===== src/rtl/execute_muldiv_unit.sv =====
// Iterative multiply/divide unit for the uDLX execute stage: shift-add MUL, restoring DIV, one bit per cycle.
// Signed MULH/DIV/REM are built only when MULDIV_SIGNED_EN is defined; otherwise they alias the unsigned ops.
module execute_muldiv_unit #(
  parameter int DATA_WIDTH     = 32,
  parameter int REG_ADDR_WIDTH = 5,
  parameter int OP_WIDTH       = 3,
  parameter int CNT_WIDTH      = 6
) (
  input  logic                      clk,
  input  logic                      rst_n,
  input  logic                      flush_in,
  input  logic                      start_in,
  input  logic [OP_WIDTH-1:0]       op_in,
  input  logic [DATA_WIDTH-1:0]     data_a_in,
  input  logic [DATA_WIDTH-1:0]     data_b_in,
  input  logic [REG_ADDR_WIDTH-1:0] reg_wr_addr_in,
  output logic                      stall_out,
  output logic                      busy_out,
  output logic                      done_out,
  output logic [DATA_WIDTH-1:0]     result_out,
  output logic [REG_ADDR_WIDTH-1:0] reg_wr_addr_out,
  output logic                      div_by_zero_out
);

  localparam logic [OP_WIDTH-1:0] OP_MUL   = OP_WIDTH'(0);
  localparam logic [OP_WIDTH-1:0] OP_MULH  = OP_WIDTH'(1);
  localparam logic [OP_WIDTH-1:0] OP_MULHU = OP_WIDTH'(2);
  localparam logic [OP_WIDTH-1:0] OP_DIV   = OP_WIDTH'(3);
  localparam logic [OP_WIDTH-1:0] OP_DIVU  = OP_WIDTH'(4);
  localparam logic [OP_WIDTH-1:0] OP_REM   = OP_WIDTH'(5);
  localparam logic [OP_WIDTH-1:0] OP_REMU  = OP_WIDTH'(6);
  localparam logic [OP_WIDTH-1:0] OP_RSVD  = OP_WIDTH'(7);

  typedef enum logic [1:0] {
    S_IDLE = 2'd0,
    S_CALC = 2'd1,
    S_DONE = 2'd2
  } state_t;

  state_t                    r_state;
  logic [OP_WIDTH-1:0]       r_op;
  logic [REG_ADDR_WIDTH-1:0] r_addr;
  logic [DATA_WIDTH-1:0]     r_acc;
  logic [DATA_WIDTH-1:0]     r_mq;
  logic [DATA_WIDTH-1:0]     r_b;
  logic                      r_b_zero;
  logic [CNT_WIDTH-1:0]      r_cnt;
  logic                      r_done;
  logic                      r_dbz;
  logic [DATA_WIDTH-1:0]     r_result;
  logic [REG_ADDR_WIDTH-1:0] r_addr_out;

  logic                      w_in_is_mul;
  logic                      w_r_is_div;
  logic                      w_accept;
  logic [DATA_WIDTH-1:0]     w_a_mag;
  logic [DATA_WIDTH-1:0]     w_b_mag;
  logic [DATA_WIDTH:0]       w_add;
  logic [DATA_WIDTH:0]       w_mul_sum;
  logic [DATA_WIDTH:0]       w_shift;
  logic [DATA_WIDTH:0]       w_diff;
  logic                      w_div_ok;
  logic [2*DATA_WIDTH-1:0]   w_prod;
  logic [2*DATA_WIDTH-1:0]   w_prod_fix;
  logic [DATA_WIDTH-1:0]     w_quo_fix;
  logic [DATA_WIDTH-1:0]     w_rem_fix;
  logic [DATA_WIDTH-1:0]     w_result;

  assign w_in_is_mul = (op_in == OP_MUL) | (op_in == OP_MULH) | (op_in == OP_MULHU);
  assign w_r_is_div  = (r_op >= OP_DIV) & (r_op <= OP_REMU);
  assign w_accept    = (r_state == S_IDLE) & start_in & ~flush_in;

  assign stall_out       = ((r_state == S_IDLE) & start_in) | (r_state == S_CALC);
  assign busy_out        = (r_state != S_IDLE);
  assign done_out        = r_done;
  assign result_out      = r_result;
  assign reg_wr_addr_out = r_addr_out;
  assign div_by_zero_out = r_dbz;

`ifdef MULDIV_SIGNED_EN
  logic w_signed_op;
  logic w_a_neg;
  logic w_b_neg;
  logic r_neg_q;
  logic r_neg_r;

  assign w_signed_op = (op_in == OP_MULH) | (op_in == OP_DIV) | (op_in == OP_REM);
  assign w_a_neg     = w_signed_op & data_a_in[DATA_WIDTH-1];
  assign w_b_neg     = w_signed_op & data_b_in[DATA_WIDTH-1];
  assign w_a_mag     = w_a_neg ? -data_a_in : data_a_in;
  assign w_b_mag     = w_b_neg ? -data_b_in : data_b_in;

  // Product/quotient sign is the XOR of operand signs; remainder follows the dividend.
  always_ff @(posedge clk or negedge rst_n) begin
    if (!rst_n) begin
      r_neg_q <= 1'b0;
      r_neg_r <= 1'b0;
    end else if (w_accept) begin
      r_neg_q <= w_a_neg ^ w_b_neg;
      r_neg_r <= w_a_neg;
    end
  end

  assign w_prod_fix = r_neg_q ? -w_prod : w_prod;
  assign w_quo_fix  = r_neg_q ? -r_mq : r_mq;
  assign w_rem_fix  = r_neg_r ? -r_acc : r_acc;
`else
  assign w_a_mag    = data_a_in;
  assign w_b_mag    = data_b_in;
  assign w_prod_fix = w_prod;
  assign w_quo_fix  = r_mq;
  assign w_rem_fix  = r_acc;
`endif

  // Multiply: {acc, mq} shifts right, adding the multiplicand when the multiplier LSB is set.
  assign w_add     = {1'b0, r_acc} + {1'b0, r_b};
  assign w_mul_sum = r_mq[0] ? w_add : {1'b0, r_acc};

  // Divide: shift the next dividend bit into the partial remainder and try a subtract.
  assign w_shift  = {r_acc, r_mq[DATA_WIDTH-1]};
  assign w_diff   = w_shift - {1'b0, r_b};
  assign w_div_ok = ~w_diff[DATA_WIDTH];

  assign w_prod = {r_acc, r_mq};

  always_comb begin
    w_result = '0;
    case (r_op)
      OP_MUL:           w_result = w_prod_fix[DATA_WIDTH-1:0];
      OP_MULH,
      OP_MULHU:         w_result = w_prod_fix[2*DATA_WIDTH-1:DATA_WIDTH];
      OP_DIV, OP_DIVU:  w_result = r_b_zero ? '1 : w_quo_fix;
      OP_REM, OP_REMU:  w_result = w_rem_fix;
      default:          w_result = '0;
    endcase
  end

  always_ff @(posedge clk or negedge rst_n) begin
    if (!rst_n) begin
      r_state    <= S_IDLE;
      r_op       <= '0;
      r_addr     <= '0;
      r_acc      <= '0;
      r_mq       <= '0;
      r_b        <= '0;
      r_b_zero   <= 1'b0;
      r_cnt      <= '0;
      r_done     <= 1'b0;
      r_dbz      <= 1'b0;
      r_result   <= '0;
      r_addr_out <= '0;
    end else begin
      r_done <= 1'b0;
      r_dbz  <= 1'b0;
      if (flush_in) begin
        r_state <= S_IDLE;
        r_cnt   <= '0;
      end else begin
        case (r_state)
          S_IDLE: begin
            if (start_in) begin
              r_op     <= op_in;
              r_addr   <= reg_wr_addr_in;
              r_acc    <= '0;
              r_mq     <= w_in_is_mul ? w_b_mag : w_a_mag;
              r_b      <= w_in_is_mul ? w_a_mag : w_b_mag;
              r_b_zero <= (data_b_in == '0);
              if (op_in == OP_RSVD) begin
                r_state <= S_DONE;
                r_cnt   <= '0;
              end else begin
                r_state <= S_CALC;
                r_cnt   <= CNT_WIDTH'(DATA_WIDTH);
              end
            end
          end
          S_CALC: begin
            if (w_r_is_div) begin
              r_acc <= w_div_ok ? w_diff[DATA_WIDTH-1:0] : w_shift[DATA_WIDTH-1:0];
              r_mq  <= {r_mq[DATA_WIDTH-2:0], w_div_ok};
            end else begin
              r_acc <= w_mul_sum[DATA_WIDTH:1];
              r_mq  <= {w_mul_sum[0], r_mq[DATA_WIDTH-1:1]};
            end
            r_cnt <= r_cnt - CNT_WIDTH'(1);
            if (r_cnt == CNT_WIDTH'(1)) r_state <= S_DONE;
          end
          S_DONE: begin
            r_result   <= w_result;
            r_addr_out <= r_addr;
            r_done     <= 1'b1;
            r_dbz      <= w_r_is_div & r_b_zero;
            r_state    <= S_IDLE;
          end
          default: r_state <= S_IDLE;
        endcase
      end
    end
  end

endmodule

===== config.mk =====
export PLATFORM = sky130hd
export DESIGN_NAME = execute_muldiv_unit
export DESIGN_NICKNAME = d
export VERILOG_FILES = /design/src/rtl/execute_muldiv_unit.sv
export SDC_FILE = /design/constraint.sdc
export NUM_CORES = 1
export LEC_CHECK = 0
export CAP_MARGIN = 20
export CORE_MARGIN = 2
export CORE_UTILIZATION = 53
export DETAILED_ROUTE_END_ITERATION = 10
export GPL_TIMING_DRIVEN = 1
export PLACE_DENSITY = 0.78
export SLEW_MARGIN = 0
export SYNTH_ARGS = -nofsm -noshare
export SYNTH_HDL_FRONTEND = slang
export SYNTH_SLANG_ARGS = --single-unit

===== constraint.sdc =====
create_clock -name clk -period 2.9 [get_ports clk]
set_clock_uncertainty 0.2 [all_clocks]
set_input_delay 0.435 -clock clk [delete_from_list [all_inputs] [get_ports clk]]
set_output_delay 0.435 -clock clk [all_outputs]
set_load 0.03 [all_outputs]

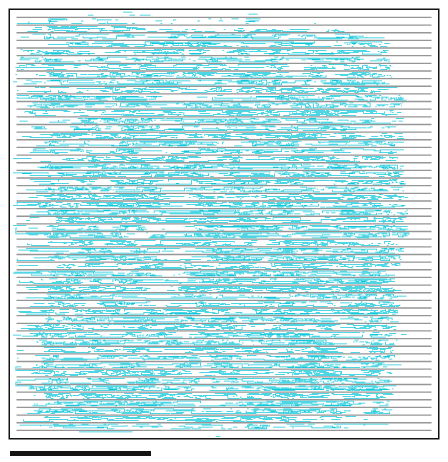
**Above:** run 1 (signal wires on met1).
Scale bar: 50 µm. Supply wires on this layer in grey.
wire length on this layer: 18300 µm
main direction: horizontal
longest straight run: 51.1 µm

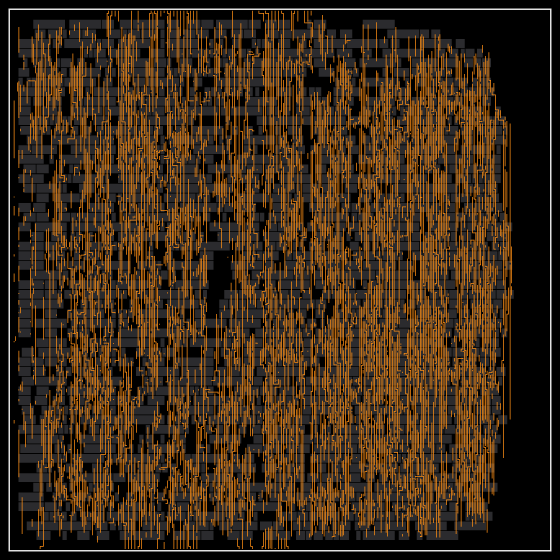
**Above:** run 1 (the metal 2 layer).
wire length on this layer: 19900 µm
share of all routed wire: 44%

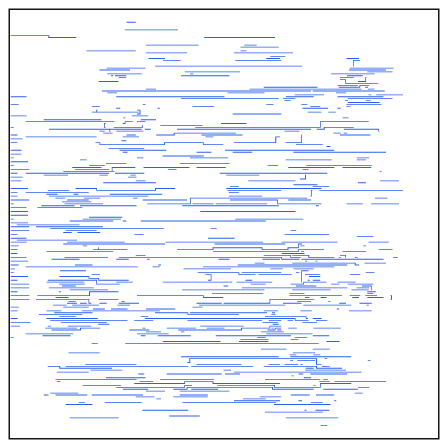
**Above:** run 1 (M3 wires).
share of all routed wire: 13%
main direction: horizontal
longest straight run: 74.1 µm
nets with wire on the layer: 370
wire length on this layer: 6010 µm

==> results.txt, run 1 <==
Results of an implementation run.

The first global-routing pass estimated 68100 µm of wire. The worst-case reg-to-reg path depth is 14. The die is around 150 µm tall.

The total setup violations reported at the end of the flow is 33. Wire segments on met3 add up to approximately 6000 µm in the final route. In the synthesized netlist the dominant register cell turns out to be sky130_fd_sc_hd__dfrtp_1.

STA classifies the critical path startpoint as a flop. Looking at the area split, the leading class of cells is combinational gates. For this run, global-route usage on met2 was measured as between 50% and 60%. The highest clock rate this design can be run at is 0.296 GHz. The fraction of area in non-clock buffers is roughly a fifth. The die span in x is ~150 µm. The smallest setup slack after layout is -484 ps. The number of warnings reported in the stage logs is 32. The distinct cell type count after synthesis is between 60 and 70.

The final reports fail on setup timing. After floorplanning, the core was sized to cover around 22000 µm². The detailed router's first-iteration violation count is 1814.

The area fraction in full adders, half adders and majority gates is 7.76%. In the final layout, the clock buffer count is 18. The half-perimeter wire length after placement is 30900 µm. The pre-CTS setup slack is -491 ps.

The run finished, with violations left. Total power for the finished layout comes to 21600 µW. Of the total synthesized cell area, the portion taken by XOR and XNOR cells is 4.14%. For the worst setup path, the data required time is 2990 ps.

The detail route stage leaves a number of antenna-violating nets equal to 0. The family with the most delay on the worst path is AND-OR/OR-AND gates. The overall track demand over capacity in global routing is 36.3%. Ranked by total cell area, the synthesized netlist is headed by sky130_fd_sc_hd__dfrtp_1 (33%), sky130_fd_sc_hd__nand2_1 (8.5%), sky130_fd_sc_hd__o21ai_0 (7.7%).

After floorplanning, the core was divided into 54 placement rows. Headroom to the max-slew limit came out at ~44%. Synthesis produced a netlist whose cell count is ~1600. The overall die size recorded for this design is 23200 µm².

The slowest stage of the critical path is the sky130_fd_sc_hd__dfrtp_1 cell. Fill cells in the final layout number around 1500. The post-route standard cell area excluding fillers is roughly 16000 µm². Summed over all cells, the static leakage comes to 0.00743 µW. After synthesis, flip-flops and latches occupy approximately a third of the total area. The design has about 150 sequential cells. Per the detail_route report, vias per standard cell equal 6.34. The total of warnings raised by yosys is 0.
-- run 1: cell usage in the layout, fill, tap and decap left out, types with 45 or more instances in the layout --
master / netlist / layout
sky130_fd_sc_hd__clkdlybuf4s50_1: 0 / 115
sky130_fd_sc_hd__nand2_1: 265 / 255
sky130_fd_sc_hd__inv_1: 55 / 51
sky130_fd_sc_hd__nor2_1: 215 / 206
sky130_fd_sc_hd__a31oi_1: 73 / 70
sky130_fd_sc_hd__o21ai_0: 180 / 164
sky130_fd_sc_hd__dfrtp_1: 152 / 143
sky130_fd_sc_hd__a21oi_1: 106 / 88
sky130_fd_sc_hd__nand3_1: 46 / 45
sky130_fd_sc_hd__ha_1: 69 / 56
sky130_fd_sc_hd__buf_4: 2 / 240
-- run 1: registers in the layout (all words and copies together), names as in the netlist --
register         flops
div_by_zero_out      1
done_out             1
r_acc               32
r_addr               5
r_b                 32
r_b_zero             1
r_cnt                6
r_mq                32
r_op                 3
r_state              2
reg_wr_addr_out      5
result_out          32
-- run 1: stage by stage --
step	instances	TNS (ps)	util [%]
after floorplan	1566	-262	-
after global placement	2106	-8350	68.1
after detailed placement	2106	-12850	68.1
after CTS	2166	-6500	73.7
after global routing	2173	-14330	75.4
final	2173	-12150	75.4
-- run 1: repair_timing --
| action | CTS | global route |
|---|---|---|
| gates cloned | 2 | 2 |
| setup endpoints to repair | 33 | 33 |
| buffers inserted | 26 | 6 |
| endpoints found under the hold margin | 48 | 0 |
| resized | 87 | 70 |
| hold buffers | 1 | 0 |
| pin swaps | 38 | 31 |
-- run 1: path summary, 6_finish.rpt --
kind	start	to	slack [ps]
hold reg to reg	r_addr[0]	r_addr[0]	280
setup / recovery	r_acc[21]	r_acc[13]	-480
hold / removal	r_addr[0]	r_addr[0]	280
max in group asynchronous	rst_n	r_b[19]	1460
setup reg to reg	r_acc[21]	r_acc[13]	-480
min in group asynchronous	rst_n	result_out[5]	340
-- run 1: where the power goes --
group	total [µW]	switching (µW)	leakage [µW]	internal (µW)
logic	15200	8480	0.00529	6710
registers	4110	1030	0.00185	3090
clock network	2260	1030	0.000283	1230
-- run 1: worst register-to-register path, stage by stage, from the launching register on --
cell and delay, ps:
sky130_fd_sc_hd__dfrtp_1 410, sky130_fd_sc_hd__buf_4 160, sky130_fd_sc_hd__ha_1 340, sky130_fd_sc_hd__nand2_2 110
sky130_fd_sc_hd__a21oi_1 50, sky130_fd_sc_hd__a221o_1 340, sky130_fd_sc_hd__a21o_1 190, sky130_fd_sc_hd__buf_6 120
sky130_fd_sc_hd__o211ai_1 330, sky130_fd_sc_hd__o211ai_4 160, sky130_fd_sc_hd__buf_12 190, sky130_fd_sc_hd__buf_12 140
sky130_fd_sc_hd__buf_16 150, sky130_fd_sc_hd__a21oi_1 190, sky130_fd_sc_hd__o221ai_1 170
-- run 1: cell families (layout without fill, tap and decap cells) --
group / Yosys count / count (layout)
and+or+nand+nor: 618 / 618
muxes: 28 / 28
AOI/OAI and AO/OA: 494 / 494
buffers and inverters: 148 / 475
DFF: 152 / 152
adders and majority gates: 71 / 71
xor gates and xnor gates: 55 / 55
--- run 2 (diff from run 1) ---
Settings changed: HOLD_SLACK_MARGIN set to 0.15.
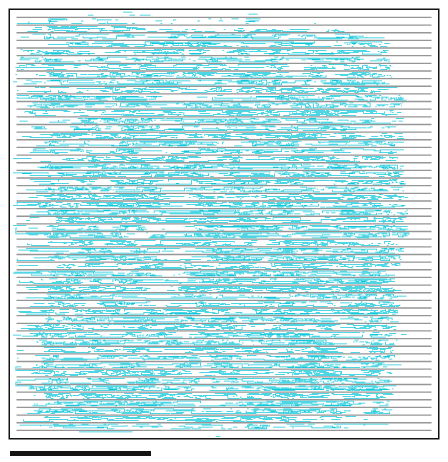
**Above:** run 2 (signal wires on met1).
Scale bar: 50 µm. Supply wires on this layer in grey.
nets with wire on the layer: 1896
wire length on this layer: 18300 µm
main direction: horizontal
share of all routed wire: 40%
longest straight run: 51.1 µm

==> run 2 against run 1 <==
The run still ends with setup timing left. Count of clock-buffer cells in the layout stayed put. Synthesized cell count stayed put. Critical path type unchanged. Wire length stayed put. Sequential power hardly changed.
==> results.txt, run 2 <==
Results of an implementation run.

The floorplan core area was 21700 µm² (unchanged). The die footprint came to 23200 µm² (unchanged). Listed in order, past its start point the critical path passes buf_4, ha_1, nand2_2, a21oi_1, a221o_1, a21o_1, buf_6, o211ai_1, o211ai_4, buf_12, buf_12, buf_16, a21oi_1, o221ai_1.

Wires add up to 45500 µm. The checks that failed: setup timing. The remaining antenna violation count after routing is 0 (unchanged). Counting only logic cells after layout, the most numerous master is sky130_fd_sc_hd__nand2_1.

The fmax was 0.296 GHz (unchanged). The max-slew headroom at the worst pin is 44.4% (unchanged). For the worst min-delay path, the startpoint reported by OpenROAD is r_addr[0]. The via-per-instance ratio is 6.34 (unchanged).

The wire length of the first global-routing pass was 68100 µm (unchanged). For this run, the leading register cell type out of synthesis is sky130_fd_sc_hd__dfrtp_1. The die boundary height is 152 µm (unchanged). The area fraction of the dominant cell type after synthesis is between 30% and 40%. The number of cell rows is 54 (unchanged).

The synthesized netlist occupies a cell area of 11600 µm². The total design power is 21600 µW (unchanged). The total setup violations reported at the end of the flow was 33 (unchanged). For the worst reg-to-reg path, the endpoint reported by OpenROAD is r_acc[13]. The overall track demand over capacity in global routing is 36.3% (unchanged).

The pre-CTS setup slack is -491 ps (unchanged). The total of warnings raised by yosys is 0 (unchanged). The fraction of the yosys area taken by sequential cells is 32.7% (unchanged). The min-delay analysis places its worst path in the category flop to flop. The slowest stage of the critical path is the sky130_fd_sc_hd__dfrtp_1 cell. The static leakage is 0.00743 µW (unchanged). The count of fill cells added during filler insertion is 1516 (unchanged).

The family with the most delay on the worst path is AND-OR/OR-AND gates. The smallest setup slack after layout is -484 ps (unchanged). The wire length per cell is 20.9 µm. The half-perimeter wire length after placement is 30900 µm (unchanged). The startpoint of the worst-slack reg-to-reg timing path is r_acc[21].

The die span in x is 152 µm (unchanged). The worst-case reg-to-reg path depth is 14 (unchanged). The number of standard cells after synthesis is 1566 (unchanged). The detailed router's first-iteration violation count came to 1814 (unchanged). The flow ran to the end, but the final reports show violations.

The category of the worst setup path launch point is a flop.
-- run 2: cell counts after synthesis --
No cell type changed its count.
-- run 2: cell type report --
class                      instances  area, µm²  share of cell area, %
timing repair buffer             387       3490                   21.3
sequential                       152       3810                   23.3
inverter                          56        210                   1.29
multi-input combinational       1266       7910                   48.4
clock inverter                    14        141                  0.864
tap                              280        350                   2.14
clock buffer                      18        439                   2.69
-- run 2: tightest hold or removal path, cell delays in order, from the launching register on --
cell,delay (ps)
sky130_fd_sc_hd__dfrtp_1,340
sky130_fd_sc_hd__nand2_1,50
sky130_fd_sc_hd__nand2_1,60
-- run 2: per-layer routing --
metal  share of wire [%]  GRT usage [%]  up-vias
met3                  13           7.71      130
li1                    -              -     6172
met5                   0              0        -
met2                  44           54.9     1009
met4                 2.9           9.26        0
met1                  40           53.2     6460
-- run 2: worst max path at each step --
stage / from / end / cells past startpoint
after floorplan: r_acc[20] / r_acc[19] / 12
final: r_acc[21] / r_acc[13] / 14
after CTS: r_b[0] / r_acc[3] / 14
after global routing: r_b[16] / r_acc[13] / 14
after global placement: r_mq[31] / r_acc[4] / 13
after detailed placement: r_mq[31] / r_acc[6] / 13
-- run 2: timing repair --
item / in CTS / in global routing
pin swaps: 38 / 31
hold buffers: 1 / 0
setup endpoints to repair: 33 / 33
endpoints found under the hold margin: 48 / 0
resized: 87 / 70
setup buffers: 26 / 6
cloned: 2 / 2
-- run 2: report_power, final --
group	switching, µW	internal (µW)	total, µW	leakage [µW]
combinational	8480	6710	15200	0.00529
sequential	1030	3090	4110	0.00185
clock	1030	1230	2260	0.000283
total	10500	11000	21600	0.00743
-- run 2: kinds of logic (layout without fill, tap and decap cells) --
family,after synthesis,after routing,synth area share [%]
buffers and inverters,148,475,5.01
AND/OR/NAND/NOR,618,618,22.4
multiplexers,28,28,2.49
AND-OR/OR-AND,494,494,25.6
adder cells (fa/ha/maj),71,71,7.76
XOR/XNOR,55,55,4.14
flip-flops,152,152,32.7
-- run 2: stage by stage --
| step | instances | setup TNS [ps] | instance area [µm²] | util, % |
|---|---|---|---|---|
| after global routing | 2173 | -14330 | 16400 | 75.4 |
| after floorplan | 1566 | -262 | 11700 | - |
| after CTS | 2166 | -6500 | 16000 | 73.7 |
| after global placement | 2106 | -8350 | 14800 | 68.1 |
| after detailed placement | 2106 | -12850 | 14800 | 68.1 |
| final | 2173 | -12150 | 16400 | 75.4 |
--- run 3 (diff from run 2) ---
Settings changed: ABC_AREA set to 1, CORE_UTILIZATION 53 to 54, CTS_BUF_LIST set to sky130_fd_sc_hd__clkbuf_4 sky130_fd_sc_hd__clkbuf_8 sky130_fd_sc_hd__clkbuf_16.
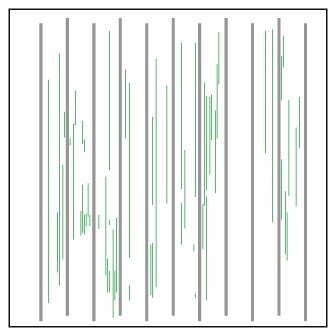
**Above:** run 3 (signal wires on met4).
Supply wires on this layer in grey.
share of all routed wire: 4.4%
main direction: vertical
nets with wire on the layer: 50

==> run 3 against run 2 <==
The flow now finishes without violations. Highest routed layer is now met5. Via count is 9.6% higher. Final cell count is 24% higher. Hold slack worse by 6.9 ps. Non-clock buffer count is 192 lower. Sequential cell count stayed put.
==> results.txt, run 3 <==
Results of an implementation run.

The instance count after placement with tap cells included is 2667 (+27%). The die span in x is 162 µm (+6.5%). The timing report attributes the biggest portion of critical-path delay to simple AND/OR/NAND/NOR gates.

The via-per-instance ratio is 5.58 (-12%). The run finished with clean final reports. The mux cell area share after synthesis is 0% (-2.5 points).

The wire length of the first global-routing pass is 76500 µm (+12%). The post-synthesis instance area is 13500 µm² (+16%). The overall track demand over capacity in global routing is 37.4% (+1.1 points). The number of cell rows is 57 (+5.6%). The die footprint is 26300 µm² (+13%). The area fraction in and, or, nand and nor cells after synthesis is 34.4% (+12 points).

The remaining antenna violation count after routing is 0 (unchanged). The die boundary height is 162 µm (+6.5%). The relative contribution of combinational cells to total power came to 62.7% (-7.8 points). The area used by multi-input combinational logic is 8000 µm² (+1.1%). The static leakage was 0.00867 µW (+17%). The fraction of the yosys area taken by sequential cells is 28.2% (-4.5 points).

The floorplan core area is 24500 µm² (+13%). The fraction of the mapped netlist area in compound gates was 16.2% (-9.4 points). The fmax is 0.368 GHz (+24%).
run 3: cell types whose count changed in the layout (fill, tap and decap cells not counted), sizes merged, moves of 12 or more:
cell / delta
o211ai: +15
nor2: -68
a21o: -17
nand3: +61
o22ai: +20
a31oi: -72
a211oi: -12
inv: +300
nand2: +559
buf: -190
xnor2: -24
mux2i: -20
a21oi: +59
run 3: through the flow:
| step | cell area [µm²] | setup WS, ps | power, µW | hold WS (ps) |
|---|---|---|---|---|
| 3_3_place_gp | 15300 | 192 | 12300 | 224 |
| 3_5_place_dp | 15300 | 70.8 | 12400 | 226 |
| 4_1_cts | 15900 | 44.3 | 14800 | 273 |
| 2_1_floorplan | 13500 | 481 | 9420 | -60.6 |
| 6_report | 16000 | 179 | 15100 | 268 |
| 5_1_grt | 16000 | 5.12 | 16200 | 300 |
run 3: worst paths after layout:
kind                            from            endpoint  slack [ps]  cells after the start
min in group asynchronous      rst_n            r_cnt[4]         290                      2
setup reg to reg            r_mq[31]           r_acc[31]         180                     18
hold reg to reg            r_addr[4]  reg_wr_addr_out[4]         270                      2
setup / recovery            r_mq[31]           r_acc[31]         180                     18
hold / removal             r_addr[4]  reg_wr_addr_out[4]         270                      2
max in group asynchronous      rst_n              r_b[8]        1340                      3
run 3: power by group through the flow:
| stage | clock network (µW) | logic (µW) | registers (µW) |
|---|---|---|---|
| final | 2330 | 9450 | 3300 |
| after global routing | 2420 | 10400 | 3350 |
| after CTS | 2340 | 9180 | 3260 |
| after detailed placement | 0 | 9120 | 3300 |
| after global placement | 0 | 9050 | 3280 |
| after floorplan | 0 | 5840 | 3580 |
run 3: cell families after synthesis:
family / after synthesis
DFF: 152
xor gates and xnor gates: 26
adders and majority gates: 71
buffers and inverters: 437
AOI/OAI and AO/OA: 407
and+or+nand+nor: 1142
run 3: worst register-to-register path, delay by kind of cell (launching register included):
| kind | cells | cell delay [ps] |
|---|---|---|
| adders and majority gates | 2 | 620 |
| buffers and inverters | 3 | 360 |
| DFF | 1 | 360 |
| and+or+nand+nor | 13 | 1090 |
run 3: layout make-up:
class / instances / area share [%]
timing repair buffer: 195 / 11.5
antenna: 1 / 0.0156
clock inverter: 15 / 1.13
sequential: 152 / 23.8
tap: 324 / 2.54
inverter: 355 / 8.33
clock buffer: 17 / 2.66
multi-input combinational: 1646 / 50.0
run 3: layer usage:
layer,GRT usage (%),vias to the layer above,wire length (µm),part of all wire (%)
li1,-,7324,-,-
met1,53.2,6851,21300,43
met2,55.2,793,20400,42
met3,8.20,126,5200,11
met4,15.6,2,2140,4.4
met5,0,-,10,0.020
run 3: timing repair:
item,in CTS,in global routing
hold buffers,1,0
gates resized,0,11
setup endpoints to repair,0,32
setup buffers,0,4
endpoints found under the hold margin,49,0
No activity file was given, so power comes from the tool's default toggle rates.
